Fig. 1: run 1, ports around the boundary
(3 px per micron) Pins as bars across the die edge, other pins in grey.
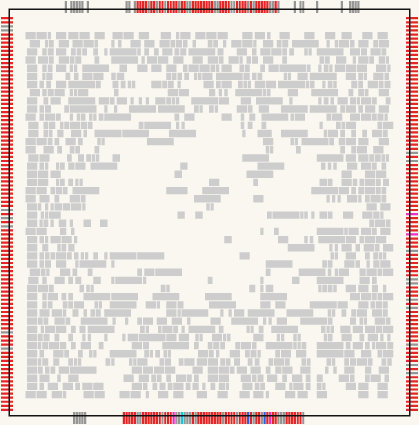
Fig. 2: run 1, clock nets
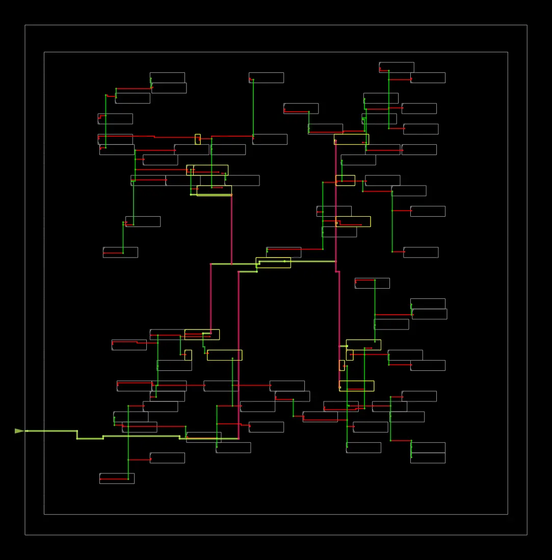
Fig. 3: run 1, the metal 4 layer
(3 px per micron) Supply wires on this layer in grey.
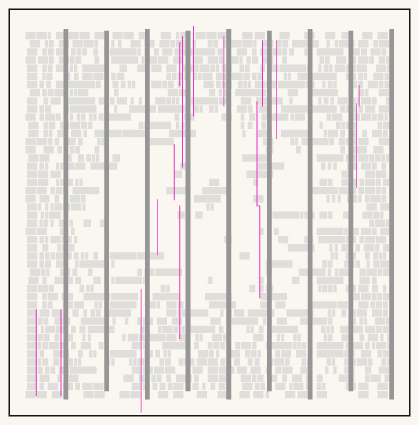
Design stream_mux_n, sky130hd; sources not shown.
==> out/metrics.cfg, run 1 <==
[logic_synthesis]
synth.cellmix.simpleShare_pct = 54.6
adder_share_pct = 0
synth_cells = 681
ys.flops = 67
ys_async_sr_fraction_pct = 100
top_area_share_pct = 36.6
xor_area_share_pct = 0
top_cell = nand3_1
ys_area_sq_mm = 0.00458
yosysTopAreaCell = dfrtp_1
synth_top_flop_cell = dfrtp_1
yosysWarnings = 0
common_cells = 260 x nand3_1, 204 x nand2_1, 67 x dfrtp_1, 64 x nand4_1, 39 x buf_2
edf_count = 0
synth_area_sq_mm = 0.00458
muxShareOfSynthArea_pct = 0
avgSynthCellArea_sq_um = 6.73
synth_cell_types = 14
syn_nets = 946
ys_top_logic_family = simple AND/OR/NAND/NOR gates
synth-compound-area-share_pct = 0
top_cells_by_area = dfrtp_1 37%, nand3_1 28%, nand2_1 17%

[setup_path]
critical_path_buf_inv_count = 2
crit_family = buffers and inverters
worstPathMaxFanout = 7
path_depth = 8
endpoint_kind = primary output
cp_cell_sequence = clkdlybuf4s50_1 -> nand2_1 -> nand2_1 -> nand3_1 -> nand2_2 -> nand3_1 -> nor2_1 -> clkdlybuf4s50_1
crit_required_ps = 2280
critical_path_arrival_ps = 1870
reg2regPathDepth = 5
max_stage_delay_ps = 520
crit_type = input pin to primary output
start_kind = input pin

[timing]
rsz0062_at_grt = false
layout_setup_ws_ps = 403
hold_violations = 0
finalCritPeriodShare_pct = 85.3
finalCriticalPeriod_ps = 2350
relSlewSlack_pct = 48.8
drv_slew = 0
tightestPinTransition_ps = 767
fin_tns_setup_ps = 0

[routing]
ant_nets = 0
wl_per_cell_microns = 17.8
post-route-drc-count = 0
drt_iter0_drc = 298
drt-pass1-iter-count = 5
vias_per_cell = 5.22

[floorplanning]
io_pins = 336
rows = 45
core_area_sq_mm = 0.0150
die_area_sq_mm = 0.0180

[clocking]
cts_hold_buf = 0
cts.sinks = 67
clk_latency_ps = 320
cts_resized = 0
cts_max_level = 3
clock_tree.root_cell = clkbuf_16

[grt]
overflow = 0
antenna_found_initial = 0
grt_max_degree = 104
grt_pass1_wl_mm = 31.5
globalRouteTotalUtil_pct = 22.0
grt_pass1_vias = 5905

[pwr]
cellLeakagePower_uw = 0.00353
power_density_mw_per_mm2 = 476

[hold_path]
whs_path_depth = 3

[finish]
syn_to_final_growth_pct = 79.0
largest_reg_flops = 64
final_nets = 1238
antenna_cells = 0
layout-drive-gt1-share_pct = 3.99
final_core_util_pct = 54.6

[outcome]
status = finished clean

[place]
pre_cts_slack_ps = 384
gp_congestion = 0.780

[job]
drv_cap = 0
warnings = 28

Notes on Fig. 1 above:
- cyan: out_ready (pins 1; direction input; edge bottom)
- blue: out_src (pins 2; direction output; edge bottom)
- red: in_data (pins 256; direction input; edge 90 left, 85 right, 44 bottom, 37 top)
- magenta: in_ready (pins 4; direction output; edge 2 bottom, 2 right)
PortBufs: 335
die width: 133 microns
die height: 135 microns

Notes on Fig. 2 above:
number of buffers created by CTS: 9
CLK BUF: 12

Notes on Fig. 3 above:
- longest straight run: 44.2 microns
- nets with wire on the layer: 13
routed wire length: 20.8 mm
Via Count: 6081

run 1: area by class of cell:
class                      count  area, sq um  area share (%)
timing repair buffer         352         3490            42.5
multi-input combinational    534         2500            30.5
sequential                    67         1680            20.4
clock buffer                  12          246            3.01
tap                          188          235            2.87
inverter                       9         35.0           0.427
clock inverter                 3         15.0           0.183
run 1: worst register-to-register path, stage by stage (launching register included):
cell	delay (ps)
dfrtp_1	350
nand2_2	120
nand2_2	100
buf_4	570
nand2_1	180
nand2_1	90
run 1: power by group:
| group | leakage, uW | total, uW | switching (uW) | internal (uW) |
|---|---|---|---|---|
| Combinational | 0.00256 | 1530 | 640 | 893 |
| Clock | 0.000132 | 1030 | 407 | 625 |
| Sequential | 0.000838 | 1330 | 127 | 1210 |
| Total | 0.00353 | 3900 | 1170 | 2730 |
run 1: cell families after synthesis:
group	count (synthesis)
simple gates	534
buf+inv	80
flops	67
run 1: stage by stage:
stage	power, uW	cell area (sq um)	instances
finish	3900	8200	1165
global route	4130	8200	1165
CTS	3960	8200	1165
detailed placement	2900	7940	1150
global placement	2880	7940	1150
floorplan	1880	4580	681
run 1: cell usage in the layout, fill, tap and decap left out, drive strengths merged:
cell and n:
clkdlybuf4s50 333, nand3 260, nand2 206, dfrtp 67
nand4 64, buf 19, clkbuf 12, inv 8
clkinv 4, nor2 4
run 1: routing by layer:
metal	wire [microns]	global-route usage, %	up-vias
met5	0	0	-
met4	444	7.33	0
met3	1880	6.07	33
met2	10300	39.0	268
met1	8170	25.6	2835
li1	-	-	2945
--- run 2 (diff from run 1) ---
ABC_AREA = 0   (was 1)
CORE_AREA = 5 5 126 128   (was 5 5 128 130)
CTS_CLUSTER_SIZE = unset   (was 12)
DIE_AREA = 0 0 131 133   (was 0 0 133 135)
HOLD_SLACK_MARGIN = 0.02   (was unset)
==> run 2 against run 1 <==
Net effect: final area down 1.3%; count of clock-buffer cells in the layout unchanged; first-iteration DRC count shrank 63%; register-to-register slack lost 170 ps; flip-flop count unchanged; combinational power grew 13%; wire length decreased by 22%; critical endpoint is now in_ready[0]; largest power group unchanged.
==> out/metrics.cfg, run 2 <==
[logic_synthesis]
ys.flops = 67  ; unchanged
synth_top_flop_cell = dfrtp_1
synth_cell_types = 19  ; +5
ys_area_sq_mm = 0.00431  ; -6.0%
ys_async_sr_fraction_pct = 100  ; unchanged
edf_count = 0  ; unchanged
synth_area_sq_mm = 0.00431  ; -6.0%
yosysTopAreaCell = dfrtp_1
yosysWarnings = 0  ; unchanged
avgSynthCellArea_sq_um = 18.2  ; +170%

[routing]
ant_nets = 0  ; unchanged
wl_per_cell_microns = 21.2  ; +19%
drt_iter0_drc = 111  ; -63%
post-route-drc-count = 0  ; unchanged

[timing]
finalCriticalPeriod_ps = 2400  ; +55.0 ps
finalCritPeriodShare_pct = 87.3  ; +2.0 points
tightestPinTransition_ps = 497  ; -271 ps
rsz0062_at_grt = false
fin_tns_setup_ps = 0  ; unchanged

[setup_path]
worstPathMaxFanout = 4  ; -3
crit_required_ps = 2280  ; about the same
critical_path_arrival_ps = 1930  ; +60 ps
path_depth = 5  ; -3
endpoint_kind = primary output
crit_type = input pin to primary output
max_stage_delay_ps = 500  ; -20 ps

[grt]
grt_pass1_vias = 4412  ; -25%
antenna_found_initial = 0  ; unchanged
gr-usage-met2_pct = 33.5  ; -5.4 points
grt_max_degree = 36  ; -65%

[clocking]
cts_made_buffers = 9  ; unchanged
cts_resized = 0  ; unchanged
clk_latency_ps = 320  ; about the same
clock_tree.root_cell = clkbuf_16
cts_max_level = 3  ; unchanged

[pwr]
cellLeakagePower_uw = 0.00326  ; -7.6%
p_sw_share_pct = 24.7  ; -5.4 points
power_density_mw_per_mm2 = 515  ; +8.2%
power_frac_comb_pct = 41.5  ; +2.2 points
pwr-share-clk_pct = 24.8  ; -1.7 points
p_switching_uw = 1030  ; -12%
p_seq_share_pct = 33.8  ; -0.4 points

[outcome]
status = finished clean

[finish]
antenna_cells = 0  ; unchanged
final_nets = 833  ; -33%
layout-drive-gt1-share_pct = 27.4  ; +23 points
layout_top_cells = 333 x clkdlybuf4s50_1, 67 x dfrtp_1, 64 x mux4_2
syn_to_final_growth_pct = 88.1
layout_top_cell = clkdlybuf4s50_1
largest_reg_flops = 64  ; unchanged

[job]
drv_cap = 0  ; unchanged
warnings = 26  ; -7.1%

-- run 2: cell types whose count changed after synthesis, sizes merged, moves of 2 or more --
| cell | previous run | this run |
|---|---|---|
| mux2 | 0 | 66 |
| and2 | 0 | 2 |
| o21ai | 0 | 2 |
| buf | 51 | 16 |
| mux4 | 0 | 64 |
| clkbuf | 20 | 6 |
| nor2 | 4 | 2 |
| inv | 9 | 4 |
| nand3 | 260 | 1 |
| nand2 | 206 | 2 |
| nand4 | 64 | 0 |
-- run 2: cells by family after synthesis --
family          share of synthesized area (%)
simple gates                             1.51
mux                                      55.4
compound gates                          0.232
buf+inv                                  3.89
flops                                    38.9
-- run 2: power by group through the flow --
stage / logic (uW) / registers, uW / clock network [uW]
2_1_floorplan: 669 / 1420 / 0
3_3_place_gp: 1710 / 1410 / 0
3_5_place_dp: 1750 / 1420 / 0
4_1_cts: 1760 / 1410 / 1070
5_1_grt: 1830 / 1440 / 1120
6_report: 1730 / 1410 / 1030
-- run 2: routing by layer --
metal  vias up  part of all wire [%]
met5         -                     0
met4         0                   2.6
met3        27                   7.9
met2       184                    55
met1      1836                    35
li1       1615                     -
-- run 2: area by class of cell --
cell class / count / area, sq um
sequential: 67 / 1680
clock buffer: 12 / 246
multi-input combinational: 143 / 2470
tap: 188 / 235
clock inverter: 3 / 15.0
timing repair buffer: 343 / 3440
inverter: 4 / 15.0
fill: 1241 / 6650
-- run 2: through the flow --
step	hold slack [ps]	instance area, sq um	setup WS [ps]	std cells	total power, uW
floorplan	242	4310	592	236	2090
global placement	290	7840	404	745	3120
detailed placement	293	7840	349	745	3170
CTS	85.9	8100	354	760	4230
global route	122	8100	261	760	4380
finish	79.6	8100	348	760	4170
Fig. 4: run 2, close-up of the layout
Window x 73 to 123, y 75 to 125 microns. Cells in grey, sequential cells in the stronger grey; small squares are vias.
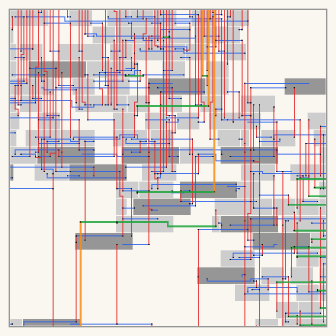
- green: M3
- orange: M4
- blue: M1
- red: M2
- sequential cells in the window: 13
- cells with their middle in the window: 84
- most frequent: clkdlybuf4s50_1 (44), mux2_4 (13), dfrtp_1 (13)

Fig. 5: run 2, met3 routing
(4 px per micron)
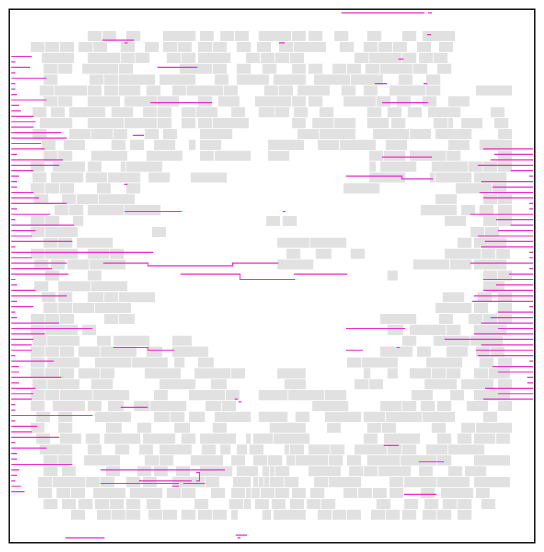
- nets with wire on the layer: 151
- share of all routed wire: 7.9%
- longest straight run: 35.2 microns
GR Util met3: 5.37%
Via Count: 3662
routed wire length: 16.1 mm

No activity file was given, so power comes from the tool's default toggle rates.
